Figure 1. Met2 routing (run 1).
Scale: 6 px per um. Cells faint in the background.
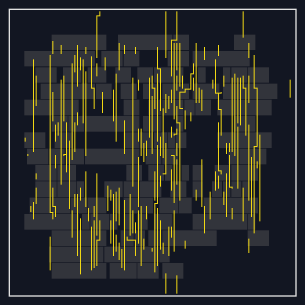
Figure 2. Selected gate families (run 1).
Scale: 10 px per um.
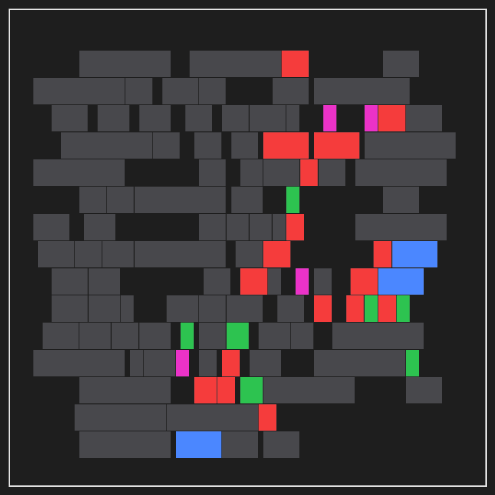
Figure 3. Routing congestion map (run 1).
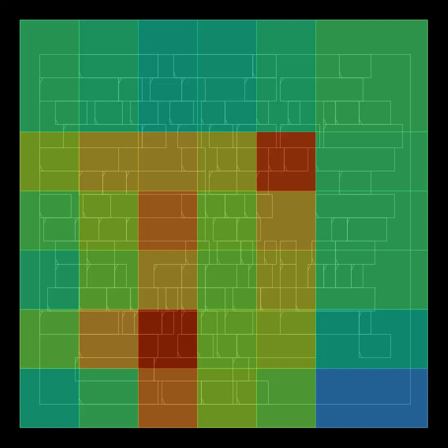
--- config.mk ---
export PLATFORM = sky130hd
export DESIGN_NAME = uart_transmitter_flat
export DESIGN_NICKNAME = d
export VERILOG_FILES = /design/src/rtl/uart_transmitter_if.sv /design/src/rtl/uart_transmitter.sv /design/src/flat_wrapper.sv
export SDC_FILE = /design/constraint.sdc
export NUM_CORES = 1
export LEC_CHECK = 0
export CAP_MARGIN = 20
export CORE_MARGIN = 2
export CORE_UTILIZATION = 51
export DETAILED_ROUTE_END_ITERATION = 8
export PLACE_DENSITY = 0.78
export SLEW_MARGIN = 10
export SYNTH_ARGS = -nofsm -noshare
export SYNTH_HDL_FRONTEND = slang
export SYNTH_SLANG_ARGS = --single-unit
--- constraint.sdc ---
create_clock -name i_clock -period 2.3 [get_ports i_clock]
set_input_delay 0.575 -clock i_clock [delete_from_list [all_inputs] [get_ports i_clock]]
set_output_delay 0.575 -clock i_clock [all_outputs]
set_load 0.01 [all_outputs]
--- src/rtl/uart_transmitter_if.sv ---
// Byte-in / serial-out handshake between the ALU-side logic and the UART TX stage.
interface uart_transmitter_if #(
  parameter int NB_DATA = 8
);
  logic               i_tick;
  logic               i_tx_start;
  logic [NB_DATA-1:0] i_tx_data;
  logic               o_tx;
  logic               o_tx_busy;
  logic               o_tx_done;

  modport master (
    output i_tick, i_tx_start, i_tx_data,
    input  o_tx, o_tx_busy, o_tx_done
  );

  modport slave (
    input  i_tick, i_tx_start, i_tx_data,
    output o_tx, o_tx_busy, o_tx_done
  );
endinterface

--- src/rtl/uart_transmitter.sv ---
// UART transmitter: start bit, NB_DATA data bits LSB-first, stop bit, 16x baud tick.
// Define UART_TX_PARITY_EN to insert an even-parity bit between the data and stop bits.
module uart_transmitter #(
  parameter int NB_DATA    = 8,
  parameter int OVERSAMPLE = 16,
  parameter int SB_TICK    = 16
) (
  input logic               i_clock,
  input logic               i_reset,
  uart_transmitter_if.slave bus
);
  localparam int              BW       = (NB_DATA > 1) ? $clog2(NB_DATA) : 1;
  localparam logic [3:0]      OS_LAST  = 4'(OVERSAMPLE - 1);
  localparam logic [3:0]      SB_LAST  = 4'(SB_TICK - 1);
  localparam logic [BW-1:0]   BIT_LAST = BW'(NB_DATA - 1);

`ifdef UART_TX_PARITY_EN
  typedef enum logic [2:0] {IDLE, START, DATA, PARITY, STOP} state_t;
`else
  typedef enum logic [1:0] {IDLE, START, DATA, STOP} state_t;
`endif

  state_t             state_reg, state_next;
  logic [3:0]         tick_reg, tick_next;
  logic [BW-1:0]      bit_reg, bit_next;
  logic [NB_DATA-1:0] shreg_reg, shreg_next;
  logic               tx_reg, tx_next;
  logic               done_reg, done_next;
`ifdef UART_TX_PARITY_EN
  logic               parity_reg, parity_next;
`endif

  always_ff @(posedge i_clock or negedge i_reset) begin
    if (!i_reset) begin
      state_reg  <= IDLE;
      tick_reg   <= '0;
      bit_reg    <= '0;
      shreg_reg  <= '0;
      tx_reg     <= 1'b1;
      done_reg   <= 1'b0;
`ifdef UART_TX_PARITY_EN
      parity_reg <= 1'b0;
`endif
    end else begin
      state_reg  <= state_next;
      tick_reg   <= tick_next;
      bit_reg    <= bit_next;
      shreg_reg  <= shreg_next;
      tx_reg     <= tx_next;
      done_reg   <= done_next;
`ifdef UART_TX_PARITY_EN
      parity_reg <= parity_next;
`endif
    end
  end

  always_comb begin
    state_next  = state_reg;
    tick_next   = tick_reg;
    bit_next    = bit_reg;
    shreg_next  = shreg_reg;
    done_next   = 1'b0;
    tx_next     = 1'b1;
`ifdef UART_TX_PARITY_EN
    parity_next = parity_reg;
`endif

    case (state_reg)
      IDLE: begin
        if (bus.i_tx_start) begin
          shreg_next  = bus.i_tx_data;
          tick_next   = '0;
          state_next  = START;
`ifdef UART_TX_PARITY_EN
          parity_next = ^bus.i_tx_data;
`endif
        end
      end
      START: begin
        if (bus.i_tick) begin
          if (tick_reg == OS_LAST) begin
            tick_next  = '0;
            bit_next   = '0;
            state_next = DATA;
          end else begin
            tick_next = tick_reg + 4'd1;
          end
        end
      end
      DATA: begin
        if (bus.i_tick) begin
          if (tick_reg == OS_LAST) begin
            tick_next  = '0;
            shreg_next = shreg_reg >> 1;
            if (bit_reg == BIT_LAST) begin
`ifdef UART_TX_PARITY_EN
              state_next = PARITY;
`else
              state_next = STOP;
`endif
            end else begin
              bit_next = bit_reg + BW'(1);
            end
          end else begin
            tick_next = tick_reg + 4'd1;
          end
        end
      end
`ifdef UART_TX_PARITY_EN
      PARITY: begin
        if (bus.i_tick) begin
          if (tick_reg == OS_LAST) begin
            tick_next  = '0;
            state_next = STOP;
          end else begin
            tick_next = tick_reg + 4'd1;
          end
        end
      end
`endif
      STOP: begin
        if (bus.i_tick) begin
          if (tick_reg == SB_LAST) begin
            tick_next  = '0;
            state_next = IDLE;
            done_next  = 1'b1;
          end else begin
            tick_next = tick_reg + 4'd1;
          end
        end
      end
      default: state_next = IDLE;
    endcase

    // Line level is decoded from the upcoming state so o_tx comes straight from a flop.
    case (state_next)
      START:   tx_next = 1'b0;
      DATA:    tx_next = shreg_next[0];
`ifdef UART_TX_PARITY_EN
      PARITY:  tx_next = parity_next;
`endif
      default: tx_next = 1'b1;
    endcase
  end

  assign bus.o_tx      = tx_reg;
  assign bus.o_tx_busy = (state_reg != IDLE);
  assign bus.o_tx_done = done_reg;
endmodule

--- src/flat_wrapper.sv ---
// flat-port wrapper written by rule: the top's interface ports become plain ports
module uart_transmitter_flat 
#(
  parameter int NB_DATA    = 8,
  parameter int OVERSAMPLE = 16,
  parameter int SB_TICK    = 16
)
  (i_clock, i_reset, bus_i_tick, bus_i_tx_start, bus_i_tx_data, bus_o_tx, bus_o_tx_busy, bus_o_tx_done);
  uart_transmitter_if #(.NB_DATA(NB_DATA)) bus_i ();
  input logic i_clock;
  input logic i_reset;
  input wire logic [$bits(bus_i.i_tick)-1:0] bus_i_tick;
  input wire logic [$bits(bus_i.i_tx_start)-1:0] bus_i_tx_start;
  input wire logic [$bits(bus_i.i_tx_data)-1:0] bus_i_tx_data;
  output wire logic [$bits(bus_i.o_tx)-1:0] bus_o_tx;
  output wire logic [$bits(bus_i.o_tx_busy)-1:0] bus_o_tx_busy;
  output wire logic [$bits(bus_i.o_tx_done)-1:0] bus_o_tx_done;
  assign bus_i.i_tick = bus_i_tick;
  assign bus_i.i_tx_start = bus_i_tx_start;
  assign bus_i.i_tx_data = bus_i_tx_data;
  assign bus_o_tx = bus_i.o_tx;
  assign bus_o_tx_busy = bus_i.o_tx_busy;
  assign bus_o_tx_done = bus_i.o_tx_done;
  uart_transmitter #(.NB_DATA(NB_DATA), .OVERSAMPLE(OVERSAMPLE), .SB_TICK(SB_TICK)) u_core (.i_clock(i_clock), .i_reset(i_reset), .bus(bus_i));
endmodule
==> results.sh, run 1 <==
# flow metrics
export IMPL_status="completed"
export IMPL_hold_depth=1
export IMPL_fin_crit_ns=2.062
export IMPL_ff_count=19
export IMPL_drt_iter0_drc=12
export IMPL_yosysWarnings=0
export IMPL_p_seq_mw=0.572
export IMPL_ys_chip_area_um2=967.2
export IMPL_rsz0062_at_grt="false"
export IMPL_drive_gt1_share_pct=15.45
export IMPL_grt_pass1_vias=701
export IMPL_sh_seq_area_pct=40.19
export IMPL_cts_root_buf="clkbuf_4"
export IMPL_powerDensity_nw_per_um2=1051
export IMPL_cp_start_kind="flip-flop"
export IMPL_dpl_cell_area_um2=1159
export IMPL_edf_count=0
export IMPL_r2r_start="u_core.tick_reg[0]"
export IMPL_reg2reg_slack_ns=0.60
export IMPL_end_kind="primary output"
export IMPL_compound_area_share_pct=27.30
export IMPL_clk_pin_slew_ns=0.11
export IMPL_post_cts_buffers=0
export IMPL_gr_total_overflow=0
export IMPL_grt_pass1_wl_um=2953
export IMPL_critPathTopFamily="buffers and inverters"
export IMPL_max_freq_mhz=484.9
export IMPL_layout_nets=126
export IMPL_topRoutingLayerUsed="met3"
export IMPL_die_h_um=47.55
export IMPL_pre_cts_ws_ns=0.2911
export IMPL_common_cells="18 x dfrtp_1, 10 x a22o_1, 6 x a21o_1"
export IMPL_cts_hold_buf=0
export IMPL_multi_input_comb_cells=63
export IMPL_grt_util_met2_pct=32.70
export IMPL_fin_total_pwr_mw=1.247
export IMPL_top_cell="dfrtp_1"
export IMPL_slew_headroom_pct=65.90
export IMPL_tns_ns=0
export IMPL_crit_required_ns=1.73
export IMPL_min_path_type="flip-flop to flip-flop"
export IMPL_synth_distinct_cells=34
export IMPL_cpMaxStageDelayCell="clkdlybuf4s50_1"
export IMPL_topCombFamilyByArea="AND-OR/OR-AND gates"
export IMPL_inverters=4
export IMPL_simple_gate_share_pct=12.55
export IMPL_worstRegToRegCells=5
export IMPL_clk_latency_ns=0.29
export IMPL_comb_power_mw=0.511
export IMPL_nWellTaps=25
export IMPL_syn_inst=90
export IMPL_flop_cell="dfrtp_1"
export IMPL_comb_share_pct=37.97
export IMPL_worstPathCellList="or2_2, clkdlybuf4s50_1"
export IMPL_port_buffers=14
export IMPL_hpwl_um=1389
export IMPL_drt_wl_total_um=1815
export IMPL_grt_usage_pct=18.86
export IMPL_largest_reg_flops=8
export IMPL_area_share_clock_buf_inv_pct=2.321
export IMPL_stdcell_area_um2=1186
export IMPL_critPathBufInv=1
export IMPL_buffer_area_share_pct=15.61
export IMPL_core_area_um2=1764
export IMPL_dp_cells=131
export IMPL_internal_power_mw=0.7979
export IMPL_seq_area_um2=476.7
export IMPL_power_frac_seq_pct=45.9
export IMPL_top_area_share_pct=46.57
export IMPL_crit_cells=2
export IMPL_vias_per_cell=5.504
export IMPL_holdPathEnd="u_core.shreg_reg[3]"
export IMPL_lay_top_count="dfrtp_1"
export IMPL_switchingPower_mw=0.4489
export IMPL_fin_worst_skew_ns=0.008343
export IMPL_ys_sh_xor_pct=1.811
export IMPL_ys_seq_share_pct=49.29
About Figure 1:
110 nets have wire on it. The longest straight run is 26.2 um.

About Figure 2:
Key: aoi and oai cells = red [cells 17]; fa/ha/maj cells = blue [cells 3, most used ha_1]; nand cells = green [cells 7, most used nand2_1]; inv cells = magenta [cells 4, most used inv_1]

About Figure 3:
met1 Use GR: 23.68%
busiest grt layer: met2
Core Util, Final: 67.23%

--- run 2 (diff from run 1) ---
- ABC_AREA: unset -> 0
Figure 4. Selected gate families (run 2).
Scale: 10 px per um.
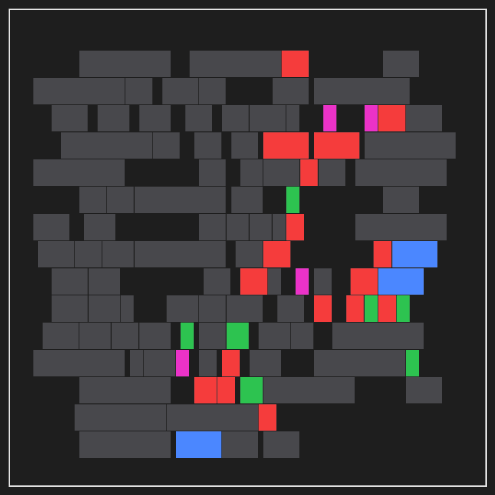
Key: nand cells = green [cells 7, most used nand2_1]; inv cells = magenta [cells 4, most used inv_1]; aoi and oai cells = red [cells 17]; fa/ha/maj cells = blue [cells 3, most used ha_1]

Figure 5. Port wiring (run 2).
Scale: 10 px per um.
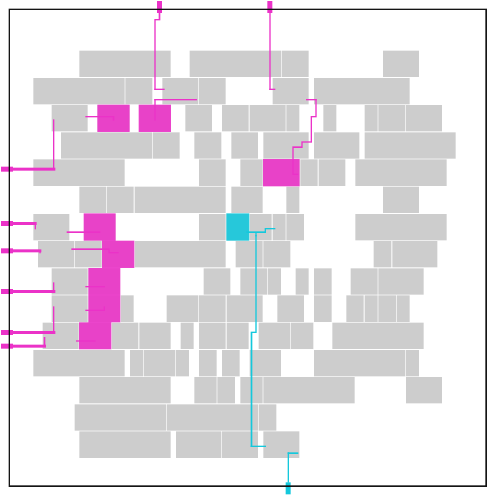
Key: `bus_i_tx_data` = magenta [bits 8, direction input, edge 6 west, 2 north, end cells 8, buffers 8, wire 80.8 um]; `bus_o_tx_busy` = cyan [bits 1, direction output, edge south, end cells 1, buffers 1, wire 30.2 um]
port bufs: 14
Ports: 15

==> run 2 against run 1 <==
  * Fmax is the same
  * Clock-buffer cell count is the same
  * Critical endpoint unchanged
  * Synthesized area unchanged
  * Largest cell class unchanged
  * Worst setup slack did not move
  * Sequential power is essentially flat
  * Cell count did not move
  * Non-clock buffer count did not move
  * Synthesized cell count did not move
  * Clock skew is the same
==> results.sh, run 2 <==
# flow metrics
export IMPL_common_cells="18 x dfrtp_1, 10 x a22o_1, 6 x a21o_1"
export IMPL_clk_pin_slew_ns=0.11
export IMPL_crit_cells=2
export IMPL_status="completed"
export IMPL_cp_start_kind="flip-flop"
export IMPL_final_util_pct=67.23
export IMPL_fin_crit_ns=2.062
export IMPL_fin_worst_skew_ns=0.008343
export IMPL_nWellTaps=25
export IMPL_synth_distinct_cells=34
export IMPL_dp_cells=131
export IMPL_dpl_cell_area_um2=1159
export IMPL_grt_util_met2_pct=32.70
export IMPL_ff_count=19
export IMPL_reg2reg_slack_ns=0.60
export IMPL_post_cts_buffers=0
export IMPL_cpMaxStageDelayCell="clkdlybuf4s50_1"
export IMPL_comb_power_mw=0.511
export IMPL_drive_gt1_share_pct=15.45
export IMPL_max_freq_mhz=484.9
export IMPL_grt_usage_pct=18.86
export IMPL_critPathBufInv=1
export IMPL_critPathTopFamily="buffers and inverters"
export IMPL_internal_power_mw=0.7979
export IMPL_topCombFamilyByArea="AND-OR/OR-AND gates"
export IMPL_grt_pass1_vias=701
export IMPL_min_path_type="flip-flop to flip-flop"
export IMPL_simple_gate_share_pct=12.55
export IMPL_met1_usage_pct=23.68
export IMPL_ys_seq_share_pct=49.29
export IMPL_cts_hold_buf=0
export IMPL_area_share_clock_buf_inv_pct=2.321
export IMPL_sh_seq_area_pct=40.19
export IMPL_cts_root_buf="clkbuf_4"
export IMPL_busiest_layer="met2"
export IMPL_holdPathEnd="u_core.shreg_reg[3]"
export IMPL_ys_chip_area_um2=967.2
export IMPL_top_area_share_pct=46.57
export IMPL_flop_cell="dfrtp_1"
export IMPL_r2r_start="u_core.tick_reg[0]"
export IMPL_inverters=4
export IMPL_fin_total_pwr_mw=1.247
export IMPL_comb_share_pct=37.97
export IMPL_drt_iter0_drc=12
export IMPL_syn_inst=90
export IMPL_buffer_area_share_pct=15.61
export IMPL_die_h_um=47.55
export IMPL_edf_count=0
export IMPL_tns_ns=0
export IMPL_largest_reg_flops=8
export IMPL_end_kind="primary output"
--- run 3 (diff from run 2) ---
- CTS_BUF_LIST: unset -> sky130_fd_sc_hd__clkbuf_8 sky130_fd_sc_hd__clkbuf_16
Figure 6. Routing congestion map (run 3).
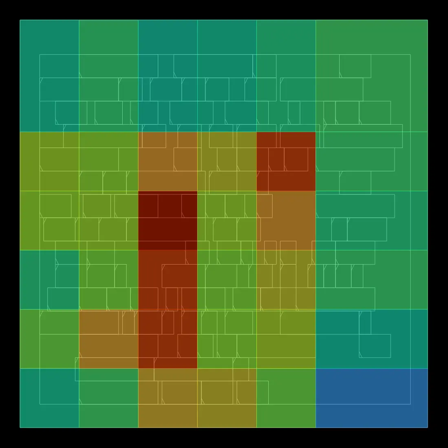
met3 Use GR: 1.132%
met2 Use GR: 36.22%
Core Util, Final: 68.30%
met1 Use GR: 24.16%

Figure 7. Met2 routing (run 3).
Scale: 6 px per um. Cells faint in the background.
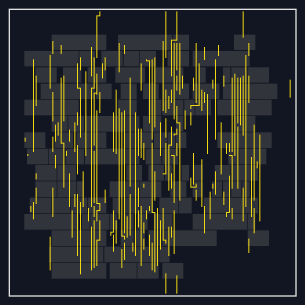
The layer carries 980 um of wire. The longest straight run is 25.2 um.
Routed WL: 1910 um
Vias: 752

==> run 3 against run 2 <==
  * Combinational power grew 1%
  * Register-to-register slack got worse by 0.02 ns
  * Die area stayed put
  * Sequential cell count is the same
  * Sequential power about the same
  * Final area is 1.6% higher
  * Clock power grew 38%
  * Via count increased by 1.2%
  * Core utilization grew 1.1 points
  * Non-clock buffer count is the same
  * Critical endpoint unchanged
  * Largest cell class unchanged
==> results.sh, run 3 <==
# flow metrics
export IMPL_status="completed"
export IMPL_gr_total_overflow=0
export IMPL_critPathTopFamily="buffers and inverters"
export IMPL_topRoutingLayerUsed="met4"
export IMPL_buffer_area_share_pct=15.37
export IMPL_clk_latency_ns=0.25
export IMPL_drt_iter0_drc=6
export IMPL_power_frac_seq_pct=43.6
export IMPL_crit_cells=2
export IMPL_hpwl_um=1389
export IMPL_grt_pass1_vias=697
export IMPL_inverters=4
export IMPL_sh_seq_area_pct=39.56
export IMPL_p_seq_mw=0.574
export IMPL_slew_headroom_pct=65.88
export IMPL_top_area_share_pct=46.57
export IMPL_rsz0062_at_grt="false"
export IMPL_synth_distinct_cells=34
export IMPL_lay_top_count="dfrtp_1"
export IMPL_comb_power_mw=0.517
export IMPL_multi_input_comb_cells=63
export IMPL_cts_root_buf="clkbuf_8"
export IMPL_powerDensity_nw_per_um2=1094
export IMPL_r2r_start="u_core.tick_reg[0]"
export IMPL_ff_count=19
export IMPL_worstPathCellList="or2_2, clkdlybuf4s50_1"
export IMPL_grt_pass1_wl_um=3056
export IMPL_dpl_cell_area_um2=1159
export IMPL_worstRegToRegCells=5
export IMPL_hold_depth=1
export IMPL_ys_sh_xor_pct=1.811
export IMPL_grt_usage_pct=19.80
export IMPL_post_cts_buffers=0
export IMPL_min_path_type="flip-flop to flip-flop"
export IMPL_fin_crit_ns=2.012
Power and IR drop assume default switching activity.
